### Clock distribution, run 1

Scale bar: 20 microns.
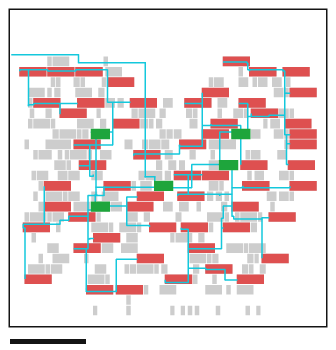
### Metal layers overlaid, run 1

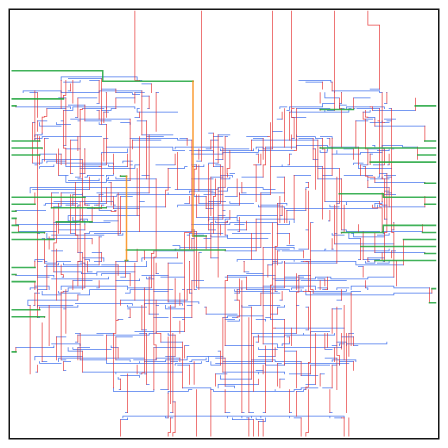
### Met3 routing, run 1

Scale bar: 20 microns.
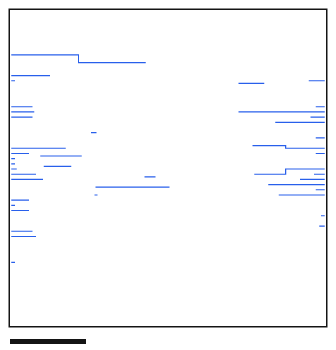
==> config.mk <==
export PLATFORM = sky130hd
export DESIGN_NAME = serial_adder
export DESIGN_NICKNAME = d
export VERILOG_FILES = /design/src/rtl/serial_adder.sv
export SDC_FILE = /design/constraint.sdc
export NUM_CORES = 1
export LEC_CHECK = 0
export CAP_MARGIN = 30
export CORE_MARGIN = 2
export CORE_UTILIZATION = 40
export DETAILED_ROUTE_END_ITERATION = 6
export DONT_BUFFER_PORTS = 1
export SLEW_MARGIN = 20
export SYNTH_ARGS = -nofsm -noshare
export SYNTH_HDL_FRONTEND = slang
export SYNTH_SLANG_ARGS = --single-unit
==> constraint.sdc <==
create_clock -name clk -period 2.6 [get_ports clk]
set_input_delay 0.65 -clock clk [delete_from_list [all_inputs] [get_ports clk]]
set_output_delay 0.65 -clock clk [all_outputs]
set_load 0.02 [all_outputs]
==> flow_results.org, run 1 <==
* Flow results

** Status
- Status :: complete, no violations

** Clocking
- Number of H-tree levels :: 2
- Clock tree from TritonCTS :: done
- Count of cells resized by post-cts repair :: 0
- Counting every sink on the clock net gives 56.

** Timing
- Number of failing hold endpoints at the final stage :: 0
- Worst-case setup margin in the final layout :: between 800 and 900 ps
- Tightest Pin Transition :: between 700 and 800 ps
- Achievable clock frequency :: approximately 0.57 GHz
- On the final layout, the worst hold slack is slightly below 400 ps.
- Setup repair after global routing left no endpoint under its margin.
- Summed over all failing endpoints, the final setup total negative slack is 0 ps.
- The worst pin sits at a relative slew slack of between 40% and 50%.

** Routing
- Number of remaining DRC errors :: 0
- Vias per cell :: around 5.5
- After the first detailed-routing iteration, the DRC count stood at ~120.
- Per the post-route antenna check, the number of violating nets is 0.

** Floorplan
- Chip Height :: roughly 83 microns
- Pin placement for this block handled ~54 I/O pins.
- The overall die size recorded for this design is approximately 7000 sq um.
- Share of the core filled by cells before placement :: approximately two fifths
- The core region is approximately 6000 sq um.

** Setup path
- Worst-path maximum fanout :: 6
- CP delay by family, top :: flip-flops
- CP arrival :: 1120 ps
- Crit path DRT :: just under 2000 ps
- Crit path cell chain :: nor2b_1
- All stages included, the depth of the critical timing path comes to 1.

** Place
- Prior to clock tree synthesis, the placed netlist has a worst setup slack of roughly 840 ps.
- Routability-driven placement finished with a final weighted congestion of 0.7280.
- The placement report lists the number of port buffers as 0.

** GRT
- Residual overflow from global routing :: 0
- The number of antenna violations at the first check in global routing was 0.
- Largest net degree at the start of global routing :: about 57
- Global-route wire length before repair :: between 8000 and 9000 microns

** Pwr
- Switching fraction of total power :: between 20% and 30%
- Of all power groups, the one with the highest power is sequential cells.
- Internal Dissipation :: between 1 and 1.5 mW
- For this design the static power due to leakage is 0.9213 nW.
- Peak supply drop :: around 360 uV
- Overall Power :: roughly 1.6 mW
- Reg power frac :: a little under 60%
- Seq power :: approximately 930 uW

** Synthesis
- Ao+oa area frac :: between 30 and 40%
- The post-synth count of flops with an enable pin is 0.
- The most used flip-flop cell after synthesis is sky130_fd_sc_hd__dfxtp_1.
- Area figure in the yosys stat output :: roughly 2500 sq um
- The most frequently used library cell after synthesis is sky130_fd_sc_hd__dfxtp_1.
- Post-synth top area share :: between 40 and 50%
- The cell type that accounts for the most area after synthesis is sky130_fd_sc_hd__dfxtp_1.
- Number of warnings reported in the yosys synthesis log :: 0
- The cell-mix breakdown from Yosys lists the XOR/XNOR area share as 0%.
- Number of cell instances after yosys synthesis :: approximately 270

** Layout
- Most common logic cells in the final layout :: 56 x sky130_fd_sc_hd__dfxtp_1, 51 x sky130_fd_sc_hd__nor2_1, 31 x sky130_fd_sc_hd__nand2_1, 29 x sky130_fd_sc_hd__a211oi_2, 23 x sky130_fd_sc_hd__a21oi_1
- 0 antenna diodes ended up in the layout.
- Synth-to-layout area growth :: 2.971%
- For this run, the post-layout net count is about 300.
- The final report gives the core utilization as roughly 43%.

** Min path
- Type of the worst min-delay path :: in -> reg
- Worst hold path depth :: 1
## Picture notes: 'Clock distribution'
[cyan] clock wires | length: 643 microns
[green] cells driving clock nets | count: 5
[red] flip-flops | count: 56
routed clock nets	6
part of the total power dissipated in the clock network: 29.3%
clk_skew: 9.470 ps
reported clock group power: 469 uW
Late-Pin Clk Latency: 300 ps

## Picture notes: 'Metal layers overlaid'
colour	layer	wire length
orange	met4	46.2 microns
green	met3	294 microns
red	met2	2150 microns
blue	met1	2410 microns
vias: 1842
Post-Route WL: 4900 microns
average wire length per cell after detail routing: 14.67 microns

## Picture notes: 'Met3 routing'
longest straight run	22.3 microns
share of all routed wire	6.0%
nets with wire on the layer	39
main direction	horizontal
GR Util met3: 4.871%

## run 1: layer usage
layer | GRT usage (%) | routed length [microns] | vias to the layer above
li1 | - | - | 933
met1 | 18.54 | 2409 | 855
met2 | 22.51 | 2150 | 49
met3 | 4.871 | 293 | 5
met4 | 4.471 | 46 | 0
met5 | 0 | 0 | -
## run 1: layout make-up
cell class              instances  area [sq um]  share of cell area (%)
clock buffers                   5         68.82                   2.689
flip-flops and latches         56          1121                   43.81
clock inverters                 3         18.77                  0.7335
repair buffers                  4         30.03                   1.174
well taps                      75         93.84                   3.667
inverters                       1         3.754                  0.1467
multi-input cells             190          1222                   47.78
### Cell placement, run 1

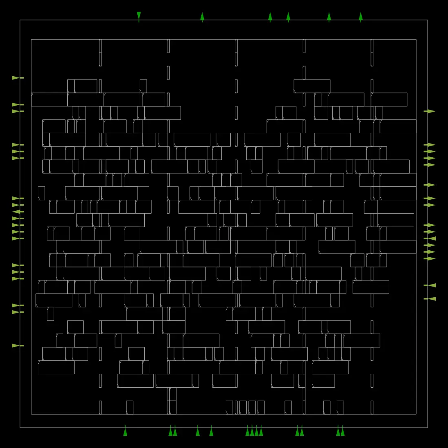

## Run 2: what changed since run 1
==> constraint.sdc (replaced) <==
create_clock -name clk -period 1.65 [get_ports clk]
set_input_delay 0.4125 -clock clk [delete_from_list [all_inputs] [get_ports clk]]
set_output_delay 0.4125 -clock clk [all_outputs]
set_load 0.02 [all_outputs]
### Cell placement, run 2

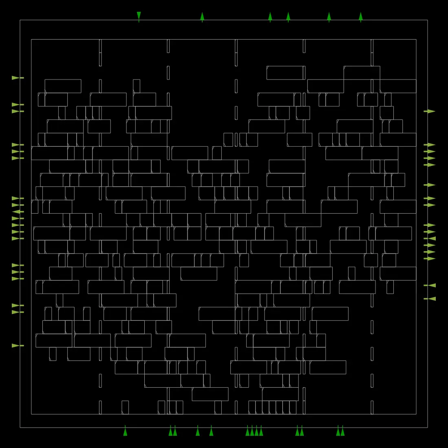
inserted tap cell count: 75
count of fill cells added during filler insertion: 607
post-route non-filler standard cell count: 339

### Met3 routing, run 2

Scale bar: 20 microns.
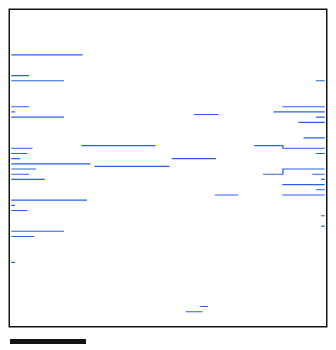
main direction	horizontal
longest straight run	20.5 microns
GR Util met3: 5.368%
vias: 1880
Post-Route WL: 5107 microns

==> run 2 against run 1 <==
Critical path depth stayed put. Sequential share of layout area is 0.92 points lower. Synthesized cell count stayed put. Clock skew is 0.55 ps lower. Cell count is 1.5% higher. Sequential power is 57% higher. First-iteration DRC count is 3.2% lower.
==> flow_results.org, run 2 <==
* Flow results

** Synthesis
- Library cell with the highest instance count after synthesis :: sky130_fd_sc_hd__dfxtp_1
- Post-synth top area share :: a little under half
- The chip area line in the Yosys stat output reads about 2500 sq um.
- Post-synth design cell area :: around 2500 sq um
- Number of warnings reported in the yosys synthesis log :: 0
- Primary FF master, synth :: sky130_fd_sc_hd__dfxtp_1
- Per the synthesis report, the number of distinct cell types is 30.
- Number of enable flip-flop cells :: 0
- Synth area leader :: sky130_fd_sc_hd__dfxtp_1

** Min path
- Worst hold path depth :: 1

** Setup path
- CP arrival :: about 1100 ps
- Cell depth of the worst flop-to-flop path :: 4
- Max fanout on the critical path was recorded as 6.
- Crit path DRT :: 1240 ps
- In this run the number of cells on the critical path is 1.
- Crit path cell chain :: nor2b_1
- Per STA, the worst path accumulates the most delay in the family flip-flops.

** Routing
- Number of nets with antenna violations after routing :: 0
- Before antenna repair, the detailed router went through 4 iterations.
- The script parses the final routing iteration and logs DRC violations as 0.
- Drt first-iter violations :: about 120
- After detailed routing, the number of vias per cell comes to between 5 and 6.

** Layout
- Per the final report, the share of cell area in clock cells is 3.542%.
- The number of sequential cells reported for the layout is about 56.
- Number of nets at the end of the flow :: around 300
- The fraction of cell area in sequential cells is reported as 42.89%.
- The clock buffers instantiated in the layout total 5.
- After layout the signal buffers, clock cells excluded, come to ~3.1% of cell area.
- The final antenna diode tally reported by the flow is 0.
- The final layout report lists a non-clock buffer count of 9.
- Non-clock inverter total of the final layout :: 1
- The layout report lists the multi-input gate area as roughly 1200 sq um.
- Most common logic cells in the final layout :: 56 x sky130_fd_sc_hd__dfxtp_1, 51 x sky130_fd_sc_hd__nor2_1, 31 x sky130_fd_sc_hd__nand2_1, 29 x sky130_fd_sc_hd__a211oi_2, 23 x sky130_fd_sc_hd__a21oi_1
- Among all cell classes, the greatest summed area belongs to multi-input combinational cells.
- Sequential cell area :: ~1100 sq um
- Of the total standard cell area in the layout, the multi-input combinational portion is 46.77%.

** GRT
- The first global-routing pass estimated ~8400 microns of wire.
- The number of antenna violations at the first check in global routing came to 0.
- Residual overflow from global routing :: 0
- Largest net degree at the start of global routing :: 57

** Pwr
- Part of the total power dissipated in the clock network :: 30.0%
- The worst-case IR drop observed on VDD is 545.0 uV.
- Switching Power :: 707.4 uW
- Leading power group :: sequential cells
- Seq power :: between 1 and 1.5 mW
- LEAKAGE :: about 0.94 nW
- The power report shows net switching accounting for roughly 28% of the total.
- Total power normalized to cell area comes to between 900 and 1000 nW/um^2.
- The internal power of the cells totals 1.859 mW.
- Reg power frac :: between 50% and 60%
- Total power for the finished layout comes to about 2.6 mW.

** Floorplan
- Chip Height :: 82.82 microns
- Die Size :: between 6000 and 7000 sq um
- During I/O placement, the number of pins put on the boundary was around 54.

** Timing
- In this run the tightest slew margin relative to its limit is 70.46%.
- The critical path in the final layout is reported with a setup slack of 103.0 ps.
- Min cycle time layout :: 1547 ps
- RSZ-0062 raised after global routing :: false
- At the pin with the least slew margin, the transition time is 442.3 ps.
- Clk_skew :: 8.917 ps
- Hold timing on the final database bottoms out at a slack of ~160 ps.
- Per the timing report, the achievable frequency comes out to ~0.65 GHz.
- Setup total negative slack on the finished layout was measured at 0 ps.
- Endpoints failing hold in the final report were tallied at 0.

** Place
- After its last routability iteration, the placer logged a weighted congestion of approximately 0.77.
- In this run the tool buffered the top-level ports with 0 buffer cells.
- Logged for this run, the post-placement worst setup slack is 275.2 ps.

** Clocking
- According to the CTS report, the clock sink count is 56.
- Number of H-tree levels :: 2
- The report lists the number of cells resized after CTS as 0.

** Status
- The flow ran to the end, and the final reports show no timing, DRC or antenna violations.
### Zoomed window, run 2

Region (21, 5) to (61, 45) microns. Cells in grey, sequential cells in the stronger grey; small squares are vias.
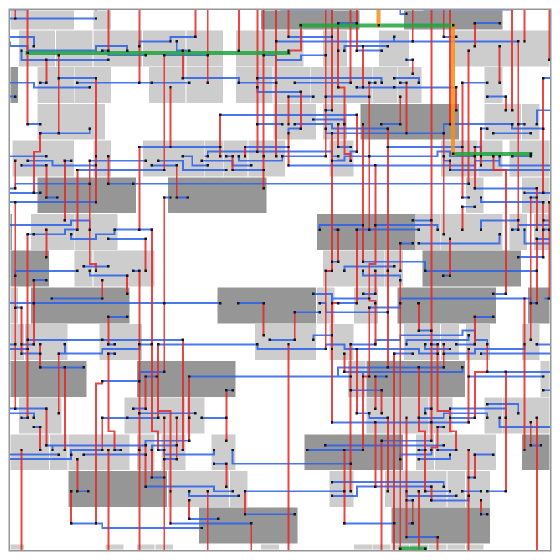
colour	layer
green	met3
blue	met1
orange	met4
red	met2
cells with their middle in the window	97
sequential cells in the window	17
most frequent	nor2_1 (19), dfxtp_1 (17)

## run 2: cells by family after synthesis
logic type / Yosys count / share of synthesized area (%)
compound gates: 91 / 31.32
fa+ha+maj: 2 / 1.309
buf+inv: 26 / 6.193
flops: 56 / 45.12
simple gates: 97 / 16.06
## run 2: stage by stage
| step | utilization (%) | instances |
|---|---|---|
| after global routing | 43.89 | 339 |
| after floorplan | - | 272 |
| final | 43.89 | 339 |
| after global placement | 42.33 | 331 |
| after detailed placement | 42.33 | 331 |
| after CTS | 43.89 | 339 |
## run 2: per-layer routing
metal | GRT usage [%] | routed length (microns) | vias up
met5 | 0 | 0 | -
met3 | 5.368 | 324 | 6
met4 | 4.024 | 44 | 0
li1 | - | - | 941
met1 | 19.25 | 2462 | 888
met2 | 22.43 | 2275 | 45
No activity file was given, so power comes from the tool's default toggle rates.
